run_1/clock_wires.png
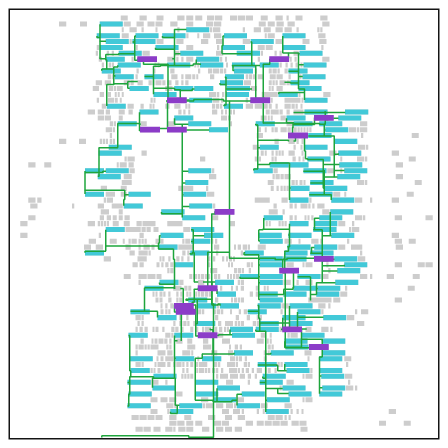
run_1/pinout.png
Pins as bars across the die edge, other pins in gray.
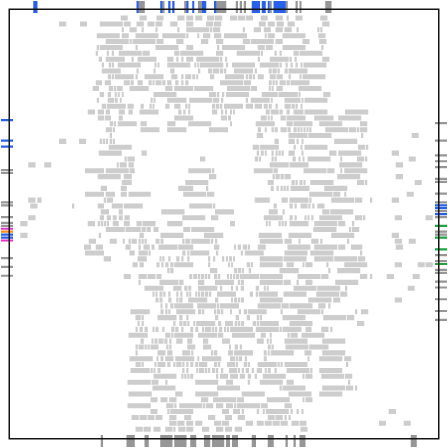
run_1/layers.png
Scale bar: 50 um.
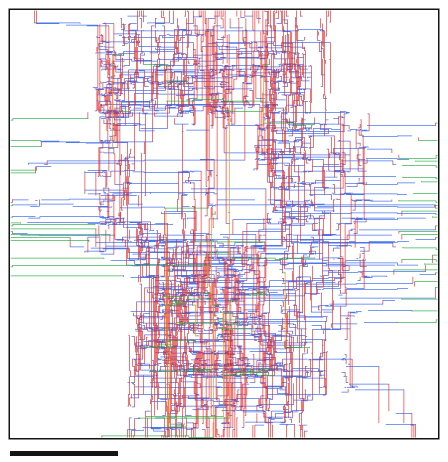
$ cat src/rtl/store_align_pkg.sv
// Shared types for the store-path aligner: size codes, FSM states, beat layout.
// Latency: n/a (declarations only).
// Backpressure: n/a.
package store_align_pkg;

  // req_size encodings: log2 of the store width in bytes
  localparam logic [1:0] SZ_B = 2'd0;
  localparam logic [1:0] SZ_H = 2'd1;
  localparam logic [1:0] SZ_W = 2'd2;
  localparam logic [1:0] SZ_D = 2'd3;

  typedef enum logic {
    IDLE  = 1'b0,
    SPLIT = 1'b1
  } state_t;

  // Beat layout for the default 32-bit data / 32-bit address build.
  // The aligner declares the same layout at its own parameter widths.
  typedef struct packed {
    logic [31:0] addr;
    logic [3:0]  we;
    logic [31:0] wdata;
  } beat_t;

  // Byte count of a store from its size code
  function automatic logic [3:0] size_bytes(input logic [1:0] sz);
    return 4'd1 << sz;
  endfunction

endpackage

$ cat src/rtl/store_beat_fifo.sv
// Synchronous FIFO of memory write beats with registered count and flags.
// Latency: a pushed entry is visible at the head one edge after the push.
// Backpressure: pushes are ignored while full; full/empty come from the registered count only.
module store_beat_fifo #(
  parameter int DEPTH = 2,
  parameter int W     = 8
) (
  input  logic         clk,
  input  logic         rst_n,
  input  logic         push_vld,
  input  logic [W-1:0] push_dat,
  input  logic         pop_rdy,
  output logic         head_vld,
  output logic [W-1:0] head_dat,
  output logic         full,
  output logic         empty
);

  localparam int PTR_W = (DEPTH > 1) ? $clog2(DEPTH) : 1;

  logic [W-1:0]     mem [DEPTH];
  logic [PTR_W-1:0] wr_ptr;
  logic [PTR_W-1:0] rd_ptr;
  logic [PTR_W:0]   count;
  logic             push_ok;
  logic             pop_ok;

  assign full     = (count == (PTR_W + 1)'(DEPTH));
  assign empty    = (count == '0);
  assign push_ok  = push_vld && !full;
  assign pop_ok   = pop_rdy && !empty;
  assign head_vld = !empty;
  // An empty FIFO presents all-zero beat fields
  assign head_dat = empty ? '0 : mem[rd_ptr];

  // Storage write; contents are only observable through count, so no reset needed
  always_ff @(posedge clk) begin
    if (push_ok) mem[wr_ptr] <= push_dat;
  end

  // Pointers and occupancy; simultaneous push and pop leave count unchanged
  always_ff @(posedge clk or negedge rst_n) begin
    if (!rst_n) begin
      wr_ptr <= '0;
      rd_ptr <= '0;
      count  <= '0;
    end else begin
      if (push_ok) wr_ptr <= wr_ptr + 1'b1;
      if (pop_ok)  rd_ptr <= rd_ptr + 1'b1;
      case ({push_ok, pop_ok})
        2'b10:   count <= count + 1'b1;
        2'b01:   count <= count - 1'b1;
        default: count <= count;
      endcase
    end
  end

endmodule

$ cat src/rtl/store_data_aligner.sv
// Store aligner: places store data on byte lanes with a write mask, splitting or rejecting word-crossing stores.
// Latency: beat 0 at the FIFO head one edge after acceptance; beat 1 of a split one edge later at the earliest.
// Backpressure: req_ready = IDLE && !full (registered only); mem_* held while mem_valid && !mem_ready.
module store_data_aligner
  import store_align_pkg::*;
#(
  parameter int DATA_W         = 32,
  parameter int ADDR_W         = 32,
  parameter int DEPTH          = 2,
  parameter bit ALLOW_MISALIGN = 1'b1
) (
  input  logic                  clk,
  input  logic                  rst_n,
  input  logic                  req_valid,
  output logic                  req_ready,
  input  logic [ADDR_W-1:0]     req_addr,
  input  logic [1:0]            req_size,
  input  logic [DATA_W-1:0]     req_data,
  output logic                  mem_valid,
  input  logic                  mem_ready,
  output logic [ADDR_W-1:0]     mem_addr,
  output logic [DATA_W/8-1:0]   mem_we,
  output logic [DATA_W-1:0]     mem_wdata,
  output logic                  err,
  output logic                  busy
);

  localparam int BYTES = DATA_W / 8;
  localparam int OFF_W = $clog2(BYTES);

  typedef struct packed {
    logic [ADDR_W-1:0] addr;
    logic [BYTES-1:0]  we;
    logic [DATA_W-1:0] wdata;
  } beat_w_t;

  state_t              state, state_nxt;
  beat_w_t             hold, beat0, beat1, push_dat, head;
  logic                push_vld, hold_ld, full, empty, head_vld;
  logic                accept, crossing, oversize, legal;
  logic [OFF_W-1:0]    off;
  logic [31:0]         off_ext, n_ext;
  logic [BYTES-1:0]    lo_we;
  logic [DATA_W-1:0]   dmask;
  logic [2*BYTES-1:0]  wide_we;
  logic [2*DATA_W-1:0] wide_data;
  logic [ADDR_W-1:0]   addr0;

  assign off      = req_addr[OFF_W-1:0];
  assign off_ext  = 32'(off);
  assign n_ext    = 32'(size_bytes(req_size));
  assign oversize = n_ext > 32'(BYTES);
  assign crossing = (off_ext + n_ext) > 32'(BYTES);
  assign legal    = !oversize && !(crossing && (ALLOW_MISALIGN == 1'b0));

  assign req_ready = (state == IDLE) && !full;
  assign accept    = req_valid && req_ready;

  // Lane enables and data keep-mask for the low n bytes of the request
  always_comb begin
    lo_we = '0;
    dmask = '0;
    for (int i = 0; i < BYTES; i++) begin
      if (32'(i) < n_ext) begin
        lo_we[i]        = 1'b1;
        dmask[8*i +: 8] = 8'hFF;
      end
    end
  end

  assign wide_we   = {{BYTES{1'b0}}, lo_we} << off;
  assign wide_data = {{DATA_W{1'b0}}, req_data & dmask} << {off, 3'b000};
  assign addr0     = {req_addr[ADDR_W-1:OFF_W], {OFF_W{1'b0}}};

  assign beat0 = '{addr: addr0, we: wide_we[BYTES-1:0], wdata: wide_data[DATA_W-1:0]};
  assign beat1 = '{addr: addr0 + ADDR_W'(BYTES), we: wide_we[2*BYTES-1:BYTES],
                   wdata: wide_data[2*DATA_W-1:DATA_W]};

  // State, held second beat and the error pulse
  always_ff @(posedge clk or negedge rst_n) begin
    if (!rst_n) begin
      state <= IDLE;
      hold  <= '0;
      err   <= 1'b0;
    end else begin
      state <= state_nxt;
      if (hold_ld) hold <= beat1;
      err <= accept && !legal;
    end
  end

  // Next state and FIFO push selection
  always_comb begin
    state_nxt = state;
    push_vld  = 1'b0;
    push_dat  = beat0;
    hold_ld   = 1'b0;
    case (state)
      IDLE: begin
        if (accept && legal) begin
          push_vld = 1'b1;
          if (crossing) begin
            hold_ld   = 1'b1;
            state_nxt = SPLIT;
          end
        end
      end
      SPLIT: begin
        if (!full) begin
          push_vld  = 1'b1;
          push_dat  = hold;
          state_nxt = IDLE;
        end
      end
      default: state_nxt = IDLE;
    endcase
  end

  store_beat_fifo #(
    .DEPTH (DEPTH),
    .W     ($bits(beat_w_t))
  ) u_fifo (
    .clk      (clk),
    .rst_n    (rst_n),
    .push_vld (push_vld),
    .push_dat (push_dat),
    .pop_rdy  (mem_ready),
    .head_vld (head_vld),
    .head_dat (head),
    .full     (full),
    .empty    (empty)
  );

  assign mem_valid = head_vld;
  assign mem_addr  = head.addr;
  assign mem_we    = head.we;
  assign mem_wdata = head.wdata;
  assign busy      = (state != IDLE) || !empty;

endmodule

$ cat config.mk
export PLATFORM = sky130hd
export DESIGN_NAME = store_data_aligner
export DESIGN_NICKNAME = d
export VERILOG_FILES = /design/src/rtl/store_align_pkg.sv /design/src/rtl/store_beat_fifo.sv /design/src/rtl/store_data_aligner.sv
export SDC_FILE = /design/constraint.sdc
export NUM_CORES = 1
export LEC_CHECK = 0
export ABC_AREA = 0
export CAP_MARGIN = 10
export CORE_MARGIN = 2
export CORE_UTILIZATION = 25
export DETAILED_ROUTE_END_ITERATION = 10
export SLEW_MARGIN = 40
export SYNTH_ARGS = -nofsm -noshare
export SYNTH_HDL_FRONTEND = slang
export SYNTH_SLANG_ARGS = --single-unit
$ cat constraint.sdc
create_clock -name clk -period 4.8 [get_ports clk]
set_clock_uncertainty 0.2 [all_clocks]
set_input_delay 0.72 -clock clk [delete_from_list [all_inputs] [get_ports clk]]
set_output_delay 0.72 -clock clk [all_outputs]
set_load 0.02 [all_outputs]
==> flow_summary.yaml, run 1 <==
# yosys + openroad results
clock_tree:
  cts_hold_buffers: 0
  numClockSinks: 195
  clock.latency.late_pin_ns: 0.44
  ctsResizeCount: 0
  clkTransAtPathRegs_ns: 0.07
  htree_num_levels: 4
  cts_root_buf: "sky130_fd_sc_hd__clkbuf_16"
  cts_bufs_inserted: 17
  tritoncts: "done"
  ctsLongestPathBuffers: 2
timing:
  max_freq_ghz: 0.283
  timing.final.hold_violations: 0
  worst_slew_pin_tran_ns: 0.815
  rsz0062_at_grt: "false"
  final-max-slew-violation-count: 0
  period_minus_slack_ns: 3.53
  timing.final.setup_violations: 0
setup_path:
  cell_breakdown_of_the_critical_path: "buf_12, mux2i_1, nor2_1, clkdlybuf4s50_1"
  worst-path-max-fanout: 40
  slowest_delay_ns: 0.81
  cell_at_the_slowest_stage_of_the_critical_path: "sky130_fd_sc_hd__dfrtp_4"
  timing.critical_path.arrival_ns: 2.61
  worst_ep_required_time_ns: 3.88
global_routing:
  global_route.overflow_total: 0
  global_route.usage.met2: 0.212
  grt_util_all_layers: 0.133
  gr_util_met1: 0.172
  largest_net_degree_at_the_start_of_global_routing: 63
  number_of_global_route_vias_before_repair: 6664
  grt_antenna_before_repair: 2
  busiest_layer: "met2"
synth:
  synth_warnings: 0
  muxShareOfSynthArea: 0.0904
  ys_ff: 195
  yosys.cell_count.top_type: "sky130_fd_sc_hd__nand2_1"
  dominantRegCellSynth: "sky130_fd_sc_hd__edfxtp_1"
  syn_inst: 914
  netlist.top_cell.by_area: "sky130_fd_sc_hd__edfxtp_1"
  synth_cell_types: 48
  post_synth_ao_oa_area_fraction: 0.0662
  netlist_top_cells_area: "sky130_fd_sc_hd__edfxtp_1, sky130_fd_sc_hd__dfrtp_1, sky130_fd_sc_hd__nand2_1, sky130_fd_sc_hd__mux2i_1, sky130_fd_sc_hd__nor2_1"
  synthArstFlopShare: 0.323
  synth-edff-count: 132
cells_and_area:
  nets: 1108
  fin_area_mm2: 0.0120
  layout.filler_cells: 3808
  synthToLayoutAreaGrowth_pct: 27.6
placed_design:
  placement.cell_area_mm2: 0.0114
  hpwlAfterDp_um: 17800
  finalWeightedCongestion: 0.826
pwr:
  fin_total_pwr_mw: 7.32
  power_density_mw_per_mm2: 609
floorplanning:
  fp_util: 0.252
  placeableCoreArea_mm2: 0.0374
  row_count: 71
  die-area_mm2: 0.0393
outcome:
  result_of_the_run: "completed"
detailed_routing:
  post_drt_via_cell_ratio: 4.40
  detail_route.drc_violations: 0
  routed_wl_um: 25400
  post_drt_wl_per_cell_um: 16.3
  route.vias.total: 6854
  postRouteAntennaNets: 0
  detailedRoute.firstPassIterationCount: 5
job:
  number_of_logged_tool_warnings: 26
Back to the opening pictures, clock_wires.png:
[clock-net drivers] purple | count: 17
[flip-flops] cyan | count: 195
[clock wires] green | length: 2320 um
routed clock nets	18
reported clock group power: 1.41 mW
Clk pwr share: 0.192

Back to the opening pictures, pinout.png:
port	color	pins	direction	edge
req_size	magenta	2	input	left
req_addr	blue	32	input	24 top, 5 left, 3 right
err	orange	1	output	left
mem_we	green	4	output	right
all pins by edge	49 bottom, 46 top, 29 right, 18 left
number of port buffers: 139
width of the chip: 198 um
die height: 198 um

Back to the opening pictures, layers.png:
layer	color	wire length
M1	blue	11300 um
M4	orange	601 um
M3	green	1420 um
M2	red	12100 um

run 1: final cells by class:
cell class / instances / area [um2] / share of cell area
sequential: 195 / 5540 / 0.461
antenna: 1 / 2.50 / 0.000208
inverter: 8 / 30.0 / 0.00250
clock buffer: 19 / 443 / 0.0368
timing repair buffer: 159 / 1600 / 0.133
multi-input combinational: 652 / 3630 / 0.302
tap: 511 / 639 / 0.0531
clock inverter: 13 / 139 / 0.0115
run 1: worst max-delay path: cells and delay by family, from the launching register on:
family / cells / cell delay (ns)
and+or+nand+nor: 1 / 0.21
buffers and inverters: 2 / 1.01
DFF: 1 / 0.81
muxes: 1 / 0.12
run 1: sequential cells by signal (all words and copies together), names as in the netlist:
register and count:
u_fifo.mem 132, hold 57, u_fifo.count 2, err 1, state 1, u_fifo.rd_ptr 1
u_fifo.wr_ptr 1
run 1: final timing paths:
path                            startpoint                 to  slack, ns  depth (start not counted)
max                          u_fifo.rd_ptr          mem_we[1]       1.27                          4
min                                  rst_n           hold[45]       0.01                          1
min reg2reg                       hold[23]           hold[23]       0.27                          2
max in group asynchronous            rst_n           hold[19]       3.54                          2
min in group clk                  hold[23]           hold[23]       0.27                          2
max reg2reg                u_fifo.count[0]  u_fifo.mem[1][27]       2.24                          5
run 1: cells by family after synthesis:
| group | count (synthesis) |
|---|---|
| simple gates | 416 |
| flops | 195 |
| compound gates | 113 |
| mux | 83 |
| buf+inv | 68 |
| xor+xnor | 33 |
| fa+ha+maj | 5 |
| other cells | 1 |
run 1: metal layers:
layer,routed length [um],vias to the layer above
met5,0,-
met4,600,0
met3,1420,33
met2,12100,155
met1,11300,3274
li1,-,3392
run 1: power breakdown:
group | switching (mW) | internal, mW
Clock | 0.660 | 0.748
Sequential | 0.275 | 2.53
Combinational | 1.82 | 1.28
Total | 2.76 | 4.56
run 1: stage by stage:
stage	setup slack, ns	util	std cells
CTS	1.21	0.321	1556
finish	1.27	0.322	1558
global placement	0.605	0.304	1520
floorplan	0.00688	-	915
global route	1.07	0.322	1557
detailed placement	0.799	0.306	1524
run_1/placed.png
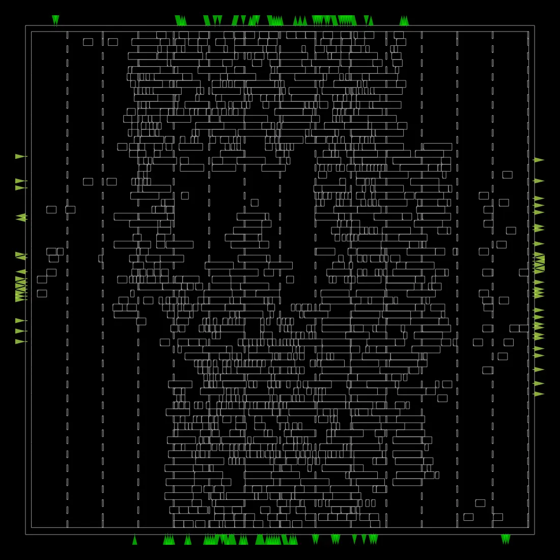

==> run 2, diff against run 1 <==
==> constraint.sdc (replaced) <==
create_clock -name clk -period 3.5 [get_ports clk]
set_clock_uncertainty 0.2 [all_clocks]
set_input_delay 0.525 -clock clk [delete_from_list [all_inputs] [get_ports clk]]
set_output_delay 0.525 -clock clk [all_outputs]
set_load 0.02 [all_outputs]
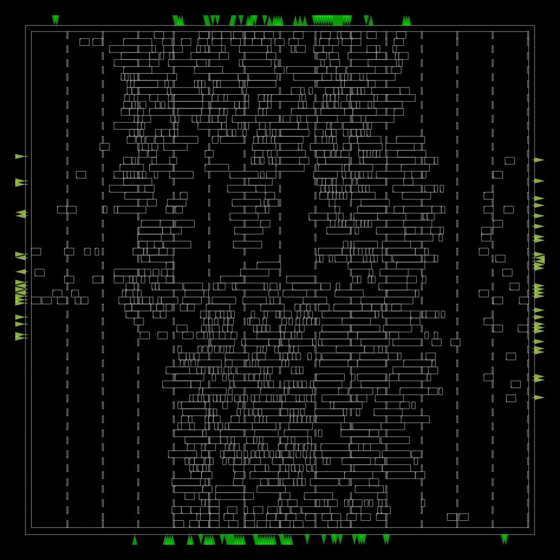
run_2/placed.png
flop share of the area: 0.458
number of standard cells in the final layout excluding fillers: 1565
count of standard-cell rows: 71
number of flip-flops and latches: 195
core area: 0.0374 mm2

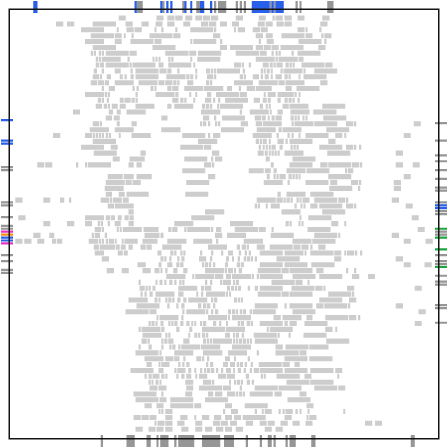
run_2/pinout.png
Pins as bars across the die edge, other pins in gray.
port	color	pins	direction	edge
mem_we	green	4	output	right
req_addr	blue	32	input	25 top, 5 left, 2 right
req_size	magenta	2	input	left
err	orange	1	output	left
all pins by edge	48 bottom, 47 top, 28 right, 19 left

==> run 2 against run 1 <==
Power grew 37%; register-to-register slack lost 1.0 ns; clock power grew 38%; combinational power grew 37%; cell count grew 0.45%; sequential cell count is the same; die size is the same; via count grew 0.20%; first-iteration DRC count shrank 1.6%; hold slack gained 0.26 ns; utilization grew 0.21 points; sequential share of layout area shrank 0.30 points; critical path type unchanged; critical endpoint is now mem_wdata[7].
==> flow_summary.yaml, run 2 <==
# yosys + openroad results
outcome:
  result_of_the_run: "completed"
pwr:
  clkPwrFrac: 0.193
  power_density_mw_per_mm2: 831
  net-switching-power_mw: 3.75
  share_comb_of_total_power: 0.423
  cell_internal_pwr_mw: 6.31
clock_tree:
  tritoncts: "done"
  clkTransAtPathRegs_ns: 0.07
  cts_bufs_inserted: 17
  htree_num_levels: 4
setup_path:
  worst_ep_required_time_ns: 2.77
  slowest_delay_ns: 0.88
  timing.critical_path.arrival_ns: 2.59
  cell_breakdown_of_the_critical_path: "buf_4, mux2i_1, nor2_1, clkdlybuf4s50_1"
timing:
  max_freq_ghz: 0.302
  final-max-slew-violation-count: 0
  timing.final.setup_violations: 0
  worst_slew_pin_tran_ns: 0.797
  period_minus_slack_ns: 3.31
detailed_routing:
  routed_wl_um: 25100
  detailedRoute.firstPassIterationCount: 5
  detail_route.drc_violations: 0
  post_drt_wl_per_cell_um: 16.0
  route.vias.total: 6868
  postRouteAntennaNets: 0
  post_drt_via_cell_ratio: 4.39
cells_and_area:
  layout.filler_cells: 3781
  largest_register: "u_fifo.mem"
  max_ffs_per_register: 132
synth:
  yosys.cell_count.top_type: "sky130_fd_sc_hd__nand2_1"
  ys_ff: 195
  synth-edff-count: 132
  syn_inst: 914
  synth_warnings: 0
  post_synth_ao_oa_area_fraction: 0.0662
  synth_cell_types: 48
  muxShareOfSynthArea: 0.0904
placed_design:
  placedCellCount: 1531
  hpwlAfterDp_um: 17400
  portBuffers: 139
global_routing:
  grt_antenna_before_repair: 2
  largest_net_degree_at_the_start_of_global_routing: 65
floorplanning:
  die-width_um: 198
job:
  number_of_logged_tool_warnings: 26
## run 2: cell counts after synthesis
Identical to the previous run, type by type.
## run 2: layer usage
metal  GRT usage  part of all wire  up-vias
li1            -                 -     3400
met1       0.168              0.46     3275
met2       0.211              0.47      152
met3      0.0279             0.046       39
met4      0.0532             0.025        2
met5           0           0.00048        -
## run 2: metrics by stage
| step | utilization | hold WS, ns | cell area, um2 | power (mW) | worst slack [ns] |
|---|---|---|---|---|---|
| finish | 0.324 | 0.269 | 12100 | 10.1 | 0.190 |
| global route | 0.324 | 0.300 | 12100 | 10.7 | 0.0606 |
| CTS | 0.324 | 0.274 | 12100 | 10.2 | 0.118 |
| detailed placement | 0.308 | 0.257 | 11500 | 8.27 | 0.0810 |
| global placement | 0.308 | 0.251 | 11500 | 8.20 | 0.135 |
| floorplan | - | 0.0294 | 9440 | 6.26 | 0.148 |
## run 2: critical path, delay by kind of cell (launching register included)
kind | cells | cell delay (ns)
muxes | 1 | 0.10
DFF | 1 | 0.88
buffers and inverters | 2 | 0.97
and+or+nand+nor | 1 | 0.16
## run 2: final cells by class
type	instances	area (um2)	area share
Sequential cell	195	5540	0.458
Clock buffer	18	429	0.0354
Multi-Input combinational cell	652	3630	0.300
Tap cell	511	639	0.0528
Inverter	8	30.0	0.00248
Antenna cell	1	2.50	0.000207
Timing Repair Buffer	166	1680	0.139
Clock inverter	14	156	0.0129
## run 2: power by group through the flow
| stage | Combinational (mW) | Sequential (mW) | Clock, mW |
|---|---|---|---|
| 6_report | 4.26 | 3.87 | 1.94 |
| 5_1_grt | 4.67 | 3.96 | 2.08 |
| 4_1_cts | 4.36 | 3.87 | 1.99 |
| 3_5_place_dp | 4.35 | 3.92 | 0 |
| 3_3_place_gp | 4.31 | 3.89 | 0 |
| 2_1_floorplan | 2.51 | 3.75 | 0 |
## run 2: worst paths after layout
path / to / depth (start not counted) / slack [ns] / start
min in group asynchronous: hold[53] / 2 / 0.45 / rst_n
worst min-delay path: hold[17] / 2 / 0.27 / hold[17]
worst max-delay path: mem_wdata[7] / 4 / 0.19 / u_fifo.rd_ptr
max in group asynchronous: hold[14] / 3 / 2.02 / rst_n
worst max register to register: u_fifo.mem[1][50] / 5 / 1.24 / u_fifo.count[0]
worst min register to register: hold[17] / 2 / 0.27 / hold[17]
## run 2: cells by family after synthesis
kind of cell,Yosys count
AOI/OAI and AO/OA,113
adders and majority gates,5
buffers and inverters,68
other,1
muxes,83
DFF,195
xor gates and xnor gates,33
and+or+nand+nor,416
## run 2: what timing repair did
| action | in CTS | in global routing |
|---|---|---|
| hold buffers | 1 | 0 |
| gates resized | 0 | 0 |
| endpoints found under the hold margin | 40 | 0 |
run_2/clock_wires.png
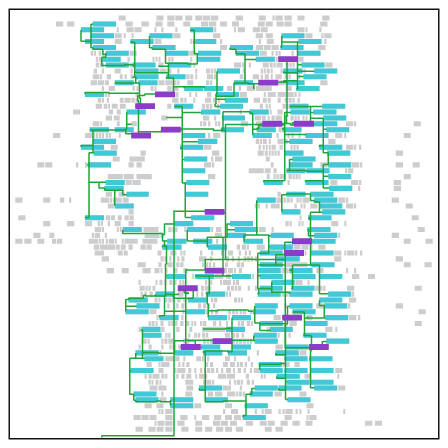

==> run 3, diff against run 2 <==
--- a/config.mk
+++ b/config.mk
@@ -8,9 +8,11 @@
 export ABC_AREA = 0
 export CAP_MARGIN = 10
 export CORE_MARGIN = 2
-export CORE_UTILIZATION = 25
+export CORE_UTILIZATION = 45
 export DETAILED_ROUTE_END_ITERATION = 10
+export PLACE_DENSITY = 0.68
 export SLEW_MARGIN = 40
 export SYNTH_ARGS = -nofsm -noshare
 export SYNTH_HDL_FRONTEND = slang
+export SYNTH_HIERARCHICAL = 1
 export SYNTH_SLANG_ARGS = --single-unit
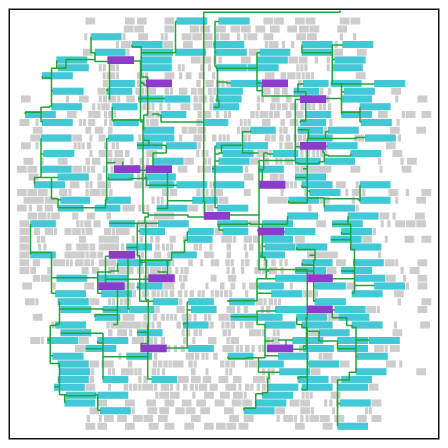
run_3/clock_wires.png
[clock wires] green | length: 2070 um
[clock-net drivers] purple | count: 17
[flip-flops] cyan | count: 199
flops lie	spread over the die

==> run 3 against run 2 <==
Area after synthesis is 0.88% higher; wire length fell by 11%; power up 0.26%; sequential power shrank 2%; cell count fell by 16%; utilization increased by 25 points; die size down 43%; critical path depth did not move; sequential cell count grew 4; critical path type unchanged; critical endpoint is now mem_addr[7].
==> flow_summary.yaml, run 3 <==
# yosys + openroad results
setup_path:
  worst_ep_required_time_ns: 2.77
  critical_path.reg2reg.startpoint: "u_fifo/count[0]"
  worst-path-max-fanout: 19
  cell_breakdown_of_the_critical_path: "buf_4, mux2i_1, nor2_1, clkdlybuf4s50_1"
  regToRegEndpoint: "u_fifo/mem[0][53]"
  timing.critical_path.arrival_ns: 2.39
  worst-r2r-cell-count: 8
  worst_r2r_setup_slack_ns: 0.95
  cell_at_the_slowest_stage_of_the_critical_path: "sky130_fd_sc_hd__dfrtp_4"
  timing.setup.critical_path_class: "flop to output pin"
  slowest_delay_ns: 0.66
synth:
  netlist_top_cells_area: "sky130_fd_sc_hd__edfxtp_1, sky130_fd_sc_hd__dfrtp_1, sky130_fd_sc_hd__nand2_1, sky130_fd_sc_hd__mux2i_1, sky130_fd_sc_hd__nor2_1"
  area_of_the_synthesized_netlist_per_yosys_stat_mm2: 0.00951
  netlist.top_cell.by_area: "sky130_fd_sc_hd__edfxtp_1"
  mappedNetlistArea_mm2: 0.00951
  muxShareOfSynthArea: 0.0810
  synth_cell_types: 44
  synth_warnings: 6
  yosys.cell_count.top_type: "sky130_fd_sc_hd__nand2_1"
  synth.cells.most_frequent: "sky130_fd_sc_hd__nand2_1, sky130_fd_sc_hd__nor2_1, sky130_fd_sc_hd__edfxtp_1, sky130_fd_sc_hd__mux2i_1, sky130_fd_sc_hd__dfrtp_1"
  synth-edff-count: 136
  synthAdderAreaFrac: 0.00737
  post_synth_ao_oa_area_fraction: 0.0765
  synthArstFlopShare: 0.317
  dominantRegCellSynth: "sky130_fd_sc_hd__edfxtp_1"
  ys_ff: 199
  synth-simple-area-share: 0.173
  synthDominantCellAreaShare: 0.429
  syn_inst: 897
placed_design:
  finalWeightedCongestion: 0.859
  placement.cell_area_mm2: 0.0112
  portBuffers: 141
  hpwlAfterDp_um: 15000
pwr:
  power_density_mw_per_mm2: 849
timing:
  holdWs_ns: 0.271
  timing.final.setup_violations: 0
  period_minus_slack_ns: 3.12
  final-max-slew-violation-count: 0
  worst_slew_pin_tran_ns: 0.731
  rsz0062_at_grt: "false"
  timing.final.hold_violations: 0
  max_freq_ghz: 0.321
cells_and_area:
  max_ffs_per_register: 136
  n_antenna_cell: 0
  largest_register: "u_fifo/mem"
  fin_area_mm2: 0.0119
  biggestRegsByFlops: "u_fifo/mem x136, hold x57, u_fifo/count x2"
  final_core_utilization: 0.569
  fraction_of_final_layout_cells_sized_beyond_drive_strength_1: 0.0808
  nets: 1101
  synthToLayoutAreaGrowth_pct: 24.9
floorplanning:
  placeableCoreArea_mm2: 0.0209
  fp_util: 0.455
  die_height_um: 149
  die-width_um: 149
  die-area_mm2: 0.0223
  row_count: 53
detailed_routing:
  detailedRoute.firstPassIterationCount: 5
  route.vias.total: 6846
  detail_route.drc_violations: 0
  routed_wl_um: 22200
  postRouteAntennaNets: 0
  post_drt_via_cell_ratio: 5.21
  post_drt_wl_per_cell_um: 16.9
global_routing:
  grt_util_all_layers: 0.207
  largest_net_degree_at_the_start_of_global_routing: 70
  global_route.overflow_total: 0
  number_of_global_route_vias_before_repair: 6643
  grt_antenna_before_repair: 0
min_path:
  hold_end: "hold[22]"
  hp-start: "hold[22]"
  hold_path_depth: 2
job:
  number_of_logged_tool_warnings: 26
clock_tree:
  cts_root_buf: "sky130_fd_sc_hd__clkbuf_16"
  clock.latency.late_pin_ns: 0.43
  tritoncts: "done"
  ctsLongestPathBuffers: 2
  htree_num_levels: 4
  clkTransAtPathRegs_ns: 0.07
  numClockSinks: 199
  cts_bufs_inserted: 17
  ctsResizeCount: 0
outcome:
  result_of_the_run: "completed"
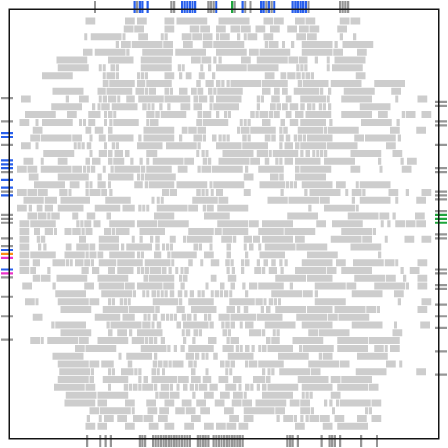
run_3/pinout.png
Pins as bars across the die edge, other pins in gray.
port	color	pins	direction	edge
err	orange	1	output	left
req_size	magenta	2	input	left
mem_we	green	4	output	3 right, 1 top
req_addr	blue	32	input	22 top, 10 left
all pins by edge	50 bottom, 40 top, 27 left, 25 right

==> run 3: power by group <==
group          switching (mW)  total (mW)  internal, mW
Sequential              0.323        3.80          3.48
Clock                   0.917        2.08          1.16
Combinational            2.44        4.21          1.77
Total                    3.68        10.1          6.41
==> run 3: worst max-delay path by stage <==
stage              endpoint          start  slack (ns)
6_report        mem_addr[7]  u_fifo/rd_ptr        0.38
3_3_place_gp       hold[64]    req_size[1]        0.18
2_1_floorplan      hold[10]    req_size[1]        0.15
3_5_place_dp       hold[61]    req_size[1]        0.12
4_1_cts        mem_addr[25]  u_fifo/rd_ptr        0.35
5_1_grt        mem_addr[10]  u_fifo/rd_ptr        0.27
==> run 3: logic make-up (layout without fill, tap and decap cells) <==
| logic type | after synthesis | in the layout |
|---|---|---|
| compound gates | 120 | 120 |
| xor+xnor | 33 | 33 |
| fa+ha+maj | 5 | 5 |
| buf+inv | 66 | 205 |
| flops | 199 | 199 |
| mux | 76 | 76 |
| other cells | 1 | 4 |
| simple gates | 397 | 397 |
==> run 3: routing by layer <==
metal | global-route usage | routed length [um] | part of all wire | up-vias
met3 | 0.0300 | 944 | 0.043 | 29
met2 | 0.330 | 10700 | 0.48 | 178
li1 | - | - | - | 3355
met5 | 0 | 0 | 0 | -
met4 | 0.0724 | 445 | 0.020 | 0
met1 | 0.291 | 10100 | 0.46 | 3284
==> run 3: critical path, delay by kind of cell (launching register included) <==
kind	cells	cell delay [ns]
multiplexers	1	0.27
AND/OR/NAND/NOR	1	0.06
flip-flops	1	0.66
buffers and inverters	2	0.96
==> run 3: timing repair <==
item,4_1_cts,5_1_grt
hold buffers,1,0
buffers inserted,0,0
hold endpoints to repair,26,0
==> run 3: cell type report <==
type / instances / area [um2]
Timing Repair Buffer: 166 / 1670
Inverter: 7 / 26.3
Multi-Input combinational cell: 635 / 3540
Fill cell: 1817 / 9010
Tap cell: 275 / 344
Clock buffer: 17 / 425
Clock inverter: 15 / 209
Sequential cell: 199 / 5660
==> run 3: per-stage QoR <==
stage | worst slack, ns | total power, mW | cells
after global placement | 0.182 | 8.02 | 1281
after CTS | 0.349 | 10.2 | 1314
after detailed placement | 0.119 | 8.11 | 1281
after global routing | 0.273 | 10.7 | 1314
after floorplan | 0.151 | 6.34 | 900
final | 0.385 | 10.1 | 1314

## Gallery

Wires at chosen ports, followed through buffers.
shot_01.png
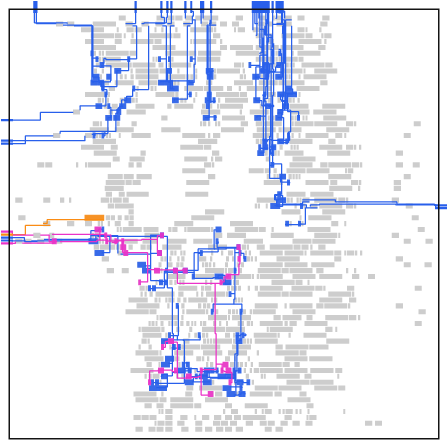
shot_02.png
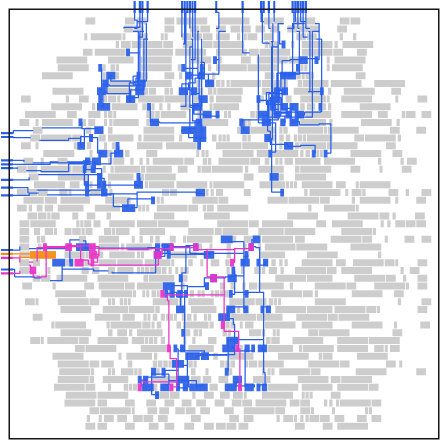
- most cells: shot_01.png
- shot_02.png = run 3
- shot_01.png = run 2

Power is estimated from default activity; no workload was simulated.
